===== config.mk =====
export PLATFORM = sky130hd
export DESIGN_NAME = mem_stage_ctrl_flat
export DESIGN_NICKNAME = d
export VERILOG_FILES = /design/src/rtl/mem_stage_ctrl_if.sv /design/src/rtl/mem_stage_ctrl.sv /design/src/flat_wrapper.sv
export SDC_FILE = /design/constraint.sdc
export NUM_CORES = 1
export LEC_CHECK = 0
export ABC_AREA = 1
export CAP_MARGIN = 20
export CORE_AREA = 2 2 164 166
export DETAILED_ROUTE_END_ITERATION = 16
export DIE_AREA = 0 0 166 168
export GPL_TIMING_DRIVEN = 0
export PLACE_DENSITY = 0.7
export SLEW_MARGIN = 20
export SYNTH_ARGS = -nofsm -noshare
export SYNTH_HDL_FRONTEND = slang
export SYNTH_SLANG_ARGS = --single-unit

===== constraint.sdc =====
create_clock -name clk -period 2.42 [get_ports clk]
set_input_delay 0.363 -clock clk [delete_from_list [all_inputs] [get_ports clk]]
set_output_delay 0.363 -clock clk [all_outputs]
set_load 0.02 [all_outputs]

===== src/rtl/mem_stage_ctrl_if.sv =====
// Data-memory request/response bus between the MEM stage and the memory.
// The master issues req/addr/wdata/be; the slave returns gnt, rvalid and rdata.
interface mem_stage_ctrl_if;
    logic        dm_req;
    logic        dm_we;
    logic [63:0] dm_addr;
    logic [63:0] dm_wdata;
    logic [7:0]  dm_be;
    logic        dm_gnt;
    logic        dm_rvalid;
    logic [63:0] dm_rdata;

    modport master (
        output dm_req, dm_we, dm_addr, dm_wdata, dm_be,
        input  dm_gnt, dm_rvalid, dm_rdata
    );
    modport slave (
        input  dm_req, dm_we, dm_addr, dm_wdata, dm_be,
        output dm_gnt, dm_rvalid, dm_rdata
    );
endinterface


===== src/rtl/mem_stage_ctrl.sv =====
// MEM stage: runs one data-memory access per load/store, stalls the pipe while it is
// outstanding, zero-extends load data and loads the MEM/WB register.
module mem_stage_ctrl #(
    parameter int TIMEOUT = 255
) (
    input  logic                 clk,
    input  logic                 reset,
    input  logic [63:0]          aluMem,
    input  logic [63:0]          dataInMem,
    input  logic [4:0]           rdMem,
    input  logic                 reg_wr_mem,
    input  logic                 mem_wr_mem,
    input  logic                 mem_rd_mem,
    input  logic                 ldurb_mem,
    input  logic [3:0]           transfer_mem,
    mem_stage_ctrl_if.master     dm,
    output logic                 stall_mem,
    output logic                 mem_err,
    output logic [63:0]          resWb,
    output logic [4:0]           rdWb,
    output logic                 reg_wr_wb
);
    localparam int CW = $clog2(TIMEOUT + 1);

    typedef enum logic [1:0] {IDLE, REQ, RESP, DONE} state_e;

    state_e          state_q, state_d;
    logic [CW-1:0]   cnt_q, cnt_d;
    logic            to_q, to_d;
    logic [63:0]     rdata_q;
    logic [3:0]      size;
    logic            size_bad;
    logic [7:0]      be;
    logic [7:0][7:0] mask;
    logic            is_mem, is_ld, expired;

    assign is_mem  = mem_rd_mem | mem_wr_mem;
    assign is_ld   = mem_rd_mem & ~mem_wr_mem;
    assign expired = (cnt_q == CW'(TIMEOUT - 1));
    assign size    = ldurb_mem ? 4'd1 : transfer_mem;

    // Illegal sizes fall back to a full doubleword access.
    always_comb begin
        size_bad = 1'b0;
        case (size)
            4'd1:    be = 8'h01;
            4'd2:    be = 8'h03;
            4'd4:    be = 8'h0F;
            4'd8:    be = 8'hFF;
            default: begin be = 8'hFF; size_bad = 1'b1; end
        endcase
    end

    for (genvar i = 0; i < 8; i++) begin : g_mask
        assign mask[i] = {8{be[i]}};
    end

    assign dm.dm_we    = mem_wr_mem;
    assign dm.dm_addr  = aluMem;
    assign dm.dm_wdata = dataInMem;
    assign dm.dm_be    = be;

    always_ff @(posedge clk) begin
        if (reset) begin
            state_q <= IDLE;
            cnt_q   <= '0;
            to_q    <= 1'b0;
        end else begin
            state_q <= state_d;
            cnt_q   <= cnt_d;
            to_q    <= to_d;
        end
    end

    // Grant wins over an expiring watchdog in the same cycle.
    always_comb begin
        state_d = state_q;
        cnt_d   = cnt_q;
        to_d    = to_q;
        case (state_q)
            IDLE: if (is_mem) begin
                state_d = REQ;
                cnt_d   = '0;
                to_d    = 1'b0;
            end
            REQ: begin
                cnt_d = cnt_q + CW'(1);
                if (dm.dm_gnt)    state_d = mem_wr_mem ? DONE : RESP;
                else if (expired) begin state_d = DONE; to_d = 1'b1; end
            end
            RESP: begin
                cnt_d = cnt_q + CW'(1);
                if (dm.dm_rvalid) state_d = DONE;
                else if (expired) begin state_d = DONE; to_d = 1'b1; end
            end
            default: state_d = IDLE;
        endcase
    end

    always_comb begin
        dm.dm_req = ~reset & (state_q == REQ);
        stall_mem = ~reset & (((state_q == IDLE) & is_mem) | (state_q == REQ) | (state_q == RESP));
        mem_err   = ~reset & (state_q == DONE) & (to_q | size_bad);
    end

    always_ff @(posedge clk) begin
        if (reset) begin
            rdata_q   <= '0;
            resWb     <= '0;
            rdWb      <= '0;
            reg_wr_wb <= 1'b0;
        end else begin
            if ((state_q == RESP) && dm.dm_rvalid)
                rdata_q <= dm.dm_rdata & mask;
            if (stall_mem) begin
                resWb     <= '0;
                rdWb      <= '0;
                reg_wr_wb <= 1'b0;
            end else if ((state_q == DONE) && to_q) begin
                resWb     <= '0;
                rdWb      <= rdMem;
                reg_wr_wb <= 1'b0;
            end else begin
                resWb     <= ((state_q == DONE) && is_ld) ? rdata_q : aluMem;
                rdWb      <= rdMem;
                reg_wr_wb <= reg_wr_mem & (rdMem != 5'd31);
            end
        end
    end
endmodule


===== src/flat_wrapper.sv =====
// flat-port wrapper written by rule: the top's interface ports become plain ports
module mem_stage_ctrl_flat 
#(
    parameter int TIMEOUT = 255
)
  (clk, reset, aluMem, dataInMem, rdMem, reg_wr_mem, mem_wr_mem, mem_rd_mem, ldurb_mem, transfer_mem, stall_mem, mem_err, resWb, rdWb, reg_wr_wb, dm_dm_req, dm_dm_we, dm_dm_addr, dm_dm_wdata, dm_dm_be, dm_dm_gnt, dm_dm_rvalid, dm_dm_rdata);
  mem_stage_ctrl_if dm_i ();
  input  logic clk;
  input  logic reset;
  input  logic [63:0] aluMem;
  input  logic [63:0] dataInMem;
  input  logic [4:0] rdMem;
  input  logic reg_wr_mem;
  input  logic mem_wr_mem;
  input  logic mem_rd_mem;
  input  logic ldurb_mem;
  input  logic [3:0] transfer_mem;
  output logic stall_mem;
  output logic mem_err;
  output logic [63:0] resWb;
  output logic [4:0] rdWb;
  output logic reg_wr_wb;
  output wire logic [$bits(dm_i.dm_req)-1:0] dm_dm_req;
  output wire logic [$bits(dm_i.dm_we)-1:0] dm_dm_we;
  output wire logic [$bits(dm_i.dm_addr)-1:0] dm_dm_addr;
  output wire logic [$bits(dm_i.dm_wdata)-1:0] dm_dm_wdata;
  output wire logic [$bits(dm_i.dm_be)-1:0] dm_dm_be;
  input wire logic [$bits(dm_i.dm_gnt)-1:0] dm_dm_gnt;
  input wire logic [$bits(dm_i.dm_rvalid)-1:0] dm_dm_rvalid;
  input wire logic [$bits(dm_i.dm_rdata)-1:0] dm_dm_rdata;
  assign dm_dm_req = dm_i.dm_req;
  assign dm_dm_we = dm_i.dm_we;
  assign dm_dm_addr = dm_i.dm_addr;
  assign dm_dm_wdata = dm_i.dm_wdata;
  assign dm_dm_be = dm_i.dm_be;
  assign dm_i.dm_gnt = dm_dm_gnt;
  assign dm_i.dm_rvalid = dm_dm_rvalid;
  assign dm_i.dm_rdata = dm_dm_rdata;
  mem_stage_ctrl #(.TIMEOUT(TIMEOUT)) u_core (.clk(clk), .reset(reset), .aluMem(aluMem), .dataInMem(dataInMem), .rdMem(rdMem), .reg_wr_mem(reg_wr_mem), .mem_wr_mem(mem_wr_mem), .mem_rd_mem(mem_rd_mem), .ldurb_mem(ldurb_mem), .transfer_mem(transfer_mem), .dm(dm_i), .stall_mem(stall_mem), .mem_err(mem_err), .resWb(resWb), .rdWb(rdWb), .reg_wr_wb(reg_wr_wb));
endmodule

### Logic cells by family, run 1

Drawn at 3 px/um.
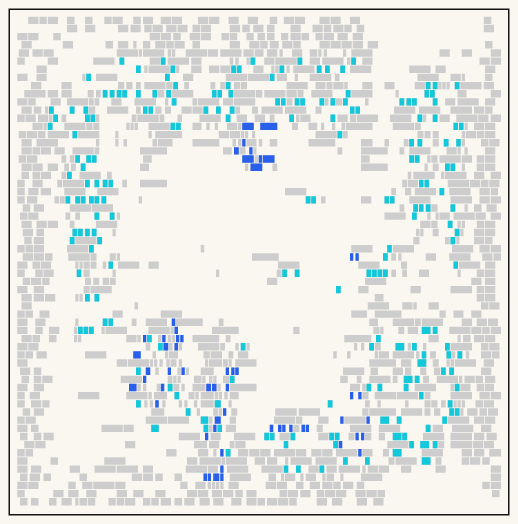
[blue] NOR gates | cells: 57
[cyan] inverting AOI/OAI gates | cells: 199 | where: widely spread

### Placement density heat map, run 1

Drawn at 1.5 px/um. The die is cut into 17 by 17 equal tiles; dark purple is low, yellow is high, 0 to 100% covered.
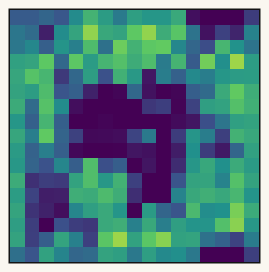
fullest tile: 85%
tiles over 75% full: 4.2%
nearly empty tiles: 12%
densest ninth of the die: north
Initial Util: 0.2579
Util after Layout: 0.4301
Std-Cell Core Area: 0.02635 mm^2

### Sequential cells grouped by signal name, run 1

Drawn at 2 px/um. Other sequential cells in the stronger gray, the rest of the logic in the fainter gray.
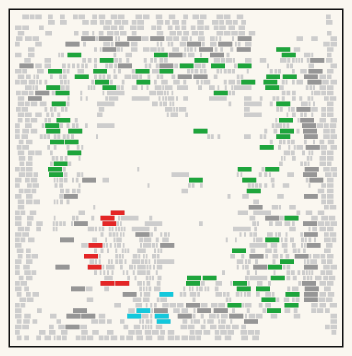
[green] `u_core.rdata_q` | placed flops: 64 | where: widely spread
[cyan] `u_core.rdWb` | placed flops: 5 | where: south
[red] `u_core.cnt_q` | placed flops: 8

-- run 1: stage by stage --
stage	std cells	hold WS [ns]	setup TNS, ns	area (um^2)	setup slack, ns
3_3_place_gp	1561	0.4648	-4.396	10760	-0.9647
5_1_grt	1592	0.5001	0	11330	0.01784
3_5_place_dp	1561	0.4721	-4.759	10760	-0.9537
2_1_floorplan	867	0.4321	0	6795	0.4374
6_report	1592	0.4855	0	11330	0.1632
4_1_cts	1591	0.4774	0	11320	0.003196
-- run 1: state kept, by name, summed over array words and instances (netlist names) --
signal / cells
u_core.rdWb: 5
u_core.rdata_q: 64
u_core.state_q: 2
u_core.resWb: 64
u_core.cnt_q: 8
u_core.to_q: 1
u_core.reg_wr_wb: 1
-- run 1: cells in the mapped netlist, drive strengths merged --
| library cell | n |
|---|---|
| nand2 | 128 |
| conb | 1 |
| clkinv | 1 |
| o21bai | 1 |
| nor2 | 48 |
| o22ai | 1 |
| buf | 156 |
| ha | 7 |
| a211oi | 1 |
| o21ai | 69 |
| dfxtp | 145 |
| nor4 | 1 |
| nand3 | 38 |
| clkbuf | 39 |
| a21oi | 127 |
| nor3 | 6 |
| nor3b | 2 |
| and3 | 1 |
| inv | 28 |
| nand4 | 67 |
-- run 1: worst paths after layout --
path | startpoint | endpoint | slack (ns) | cells past startpoint
setup reg to reg | u_core.state_q[0]$_SDFFE_PP0N_ | u_core.rdata_q[58]$_SDFFE_PP0P_ | 0.17 | 7
setup / recovery | transfer_mem[0] | dm_dm_be[3] | 0.16 | 9
hold / removal | u_core.rdata_q[5]$_SDFFE_PP0P_ | u_core.rdata_q[5]$_SDFFE_PP0P_ | 0.49 | 2
hold reg to reg | u_core.rdata_q[5]$_SDFFE_PP0P_ | u_core.rdata_q[5]$_SDFFE_PP0P_ | 0.49 | 2
-- run 1: metal layers --
layer,global-route usage,vias to the layer above
met3,0.04302,23
met2,0.3509,349
met1,0.2015,3302
met4,0.04310,0
li1,-,3546
met5,0,-
-- run 1: worst max-delay path, stage by stage --
cell and delay, ns:
clkdlybuf4s50_1 0.50, nor2_4 0.05, inv_2 0.04, nand2_1 0.07, nor2_4 0.23, nor2_4 0.09
buf_8 0.16, buf_4 0.13, clkdlybuf4s15_2 0.24
-- run 1: area by class of cell --
type | instances | area [um^2]
buffer | 192 | 1261
clock buffer | 18 | 439.2
multi-input combinational | 498 | 2534
antenna | 1 | 2.502
fill | 2631 | 15020
clock inverter | 14 | 121.4
sequential | 145 | 2903
timing repair buffer | 354 | 3533
inverter | 29 | 112.6
tap | 341 | 426.7
-- run 1: what timing repair did --
action,4_1_cts,5_1_grt
setup buffers,1,0
cloned,0,0
setup endpoints to repair,8,2
pin swaps,2,0
gates resized,19,5
-- run 1: kinds of logic after synthesis --
kind of cell	Yosys count
AND/OR/NAND/NOR	291
buffers and inverters	224
AND-OR/OR-AND	199
flip-flops	145
adder cells (fa/ha/maj)	7
other	1
-- run 1: power by group through the flow --
stage / Combinational, mW / Clock, mW / Sequential [mW]
detailed placement: 1.82 / 0 / 2.68
global route: 1.94 / 2.70 / 2.63
CTS: 1.82 / 2.60 / 2.62
global placement: 1.81 / 0 / 2.67
finish: 1.80 / 2.55 / 2.62
floorplan: 0.782 / 0 / 2.80
==> ci_impl_report.md <==
## Implementation flow summary

| Metric | Value |
|---|---|
| Die Ht | 168 um |
| CTS tree | done |
| Synth Area in Adders | 0.01289 |
| CP Data Arrival Time | 1.89 ns |
| Initial antenna violation count | 1 |
| Cell count after synthesis | 867 |
| Syn Area/Cell | 7.838 um^2 |
| WP data required | 2.06 ns |
| Post-route minimum period | 2.257 ns |
| Total GRT Usage | 0.1823 |
| Die Area | 0.02789 mm^2 |
| Most frequent logic cell in the layout | clkdlybuf4s50_1 |
| Maximum number of pins on one net before global-route repair | 24 |
| Met3 wire length | 1.854 mm |
| Post-DP HPWL | 20.94 mm |
| Mux area share | 0 |
| Outcome | complete, no violations |
| Slew margin rel. | 0.4605 |
| Row count | 60 |
| Switch Pwr | 2.153 mW |
| Top routing layer used | met4 |
| Drt drc | 0 |
| Net Sw Frac | 0.3088 |
| Warning total across the stage logs | 31 |
| H-tree depth | 4 |
| Vias in the first global route | 7,161 |
| CP Capture Type | primary output |
| Vias post-DR | 7,220 |
| Seq pwr share | 0.376 |
| Unrepaired setup endpoints after global routing | no |
| Mapped Nets | 1,083 |
| Antenna Nets Post-Route | 0 |
| Compound Share, Synth | 0.1525 |
| Cycle use final | 0.9325 |
| Worst-margin pin slew | 0.8069 ns |
| Yosys warns | 0 |
| Gpl congestion | 0.8492 |
| Worst Skew | 0.01377 ns |
| CP Max Fanout | 11 |
| Highest clock rate | 443.1 MHz |
| Clock tree buffer depth | 2 |
| Layout cells sized above 1 | 0.1816 |
| Late-Pin Clk Latency | 0.43 ns |
| Die width | 166 um |
| Cell count listed in synth_stat.txt | 867 |
| Fin nets | 1,453 |
| Clock share of power | 0.366 |
No activity file was given, so power comes from the tool's default toggle rates.
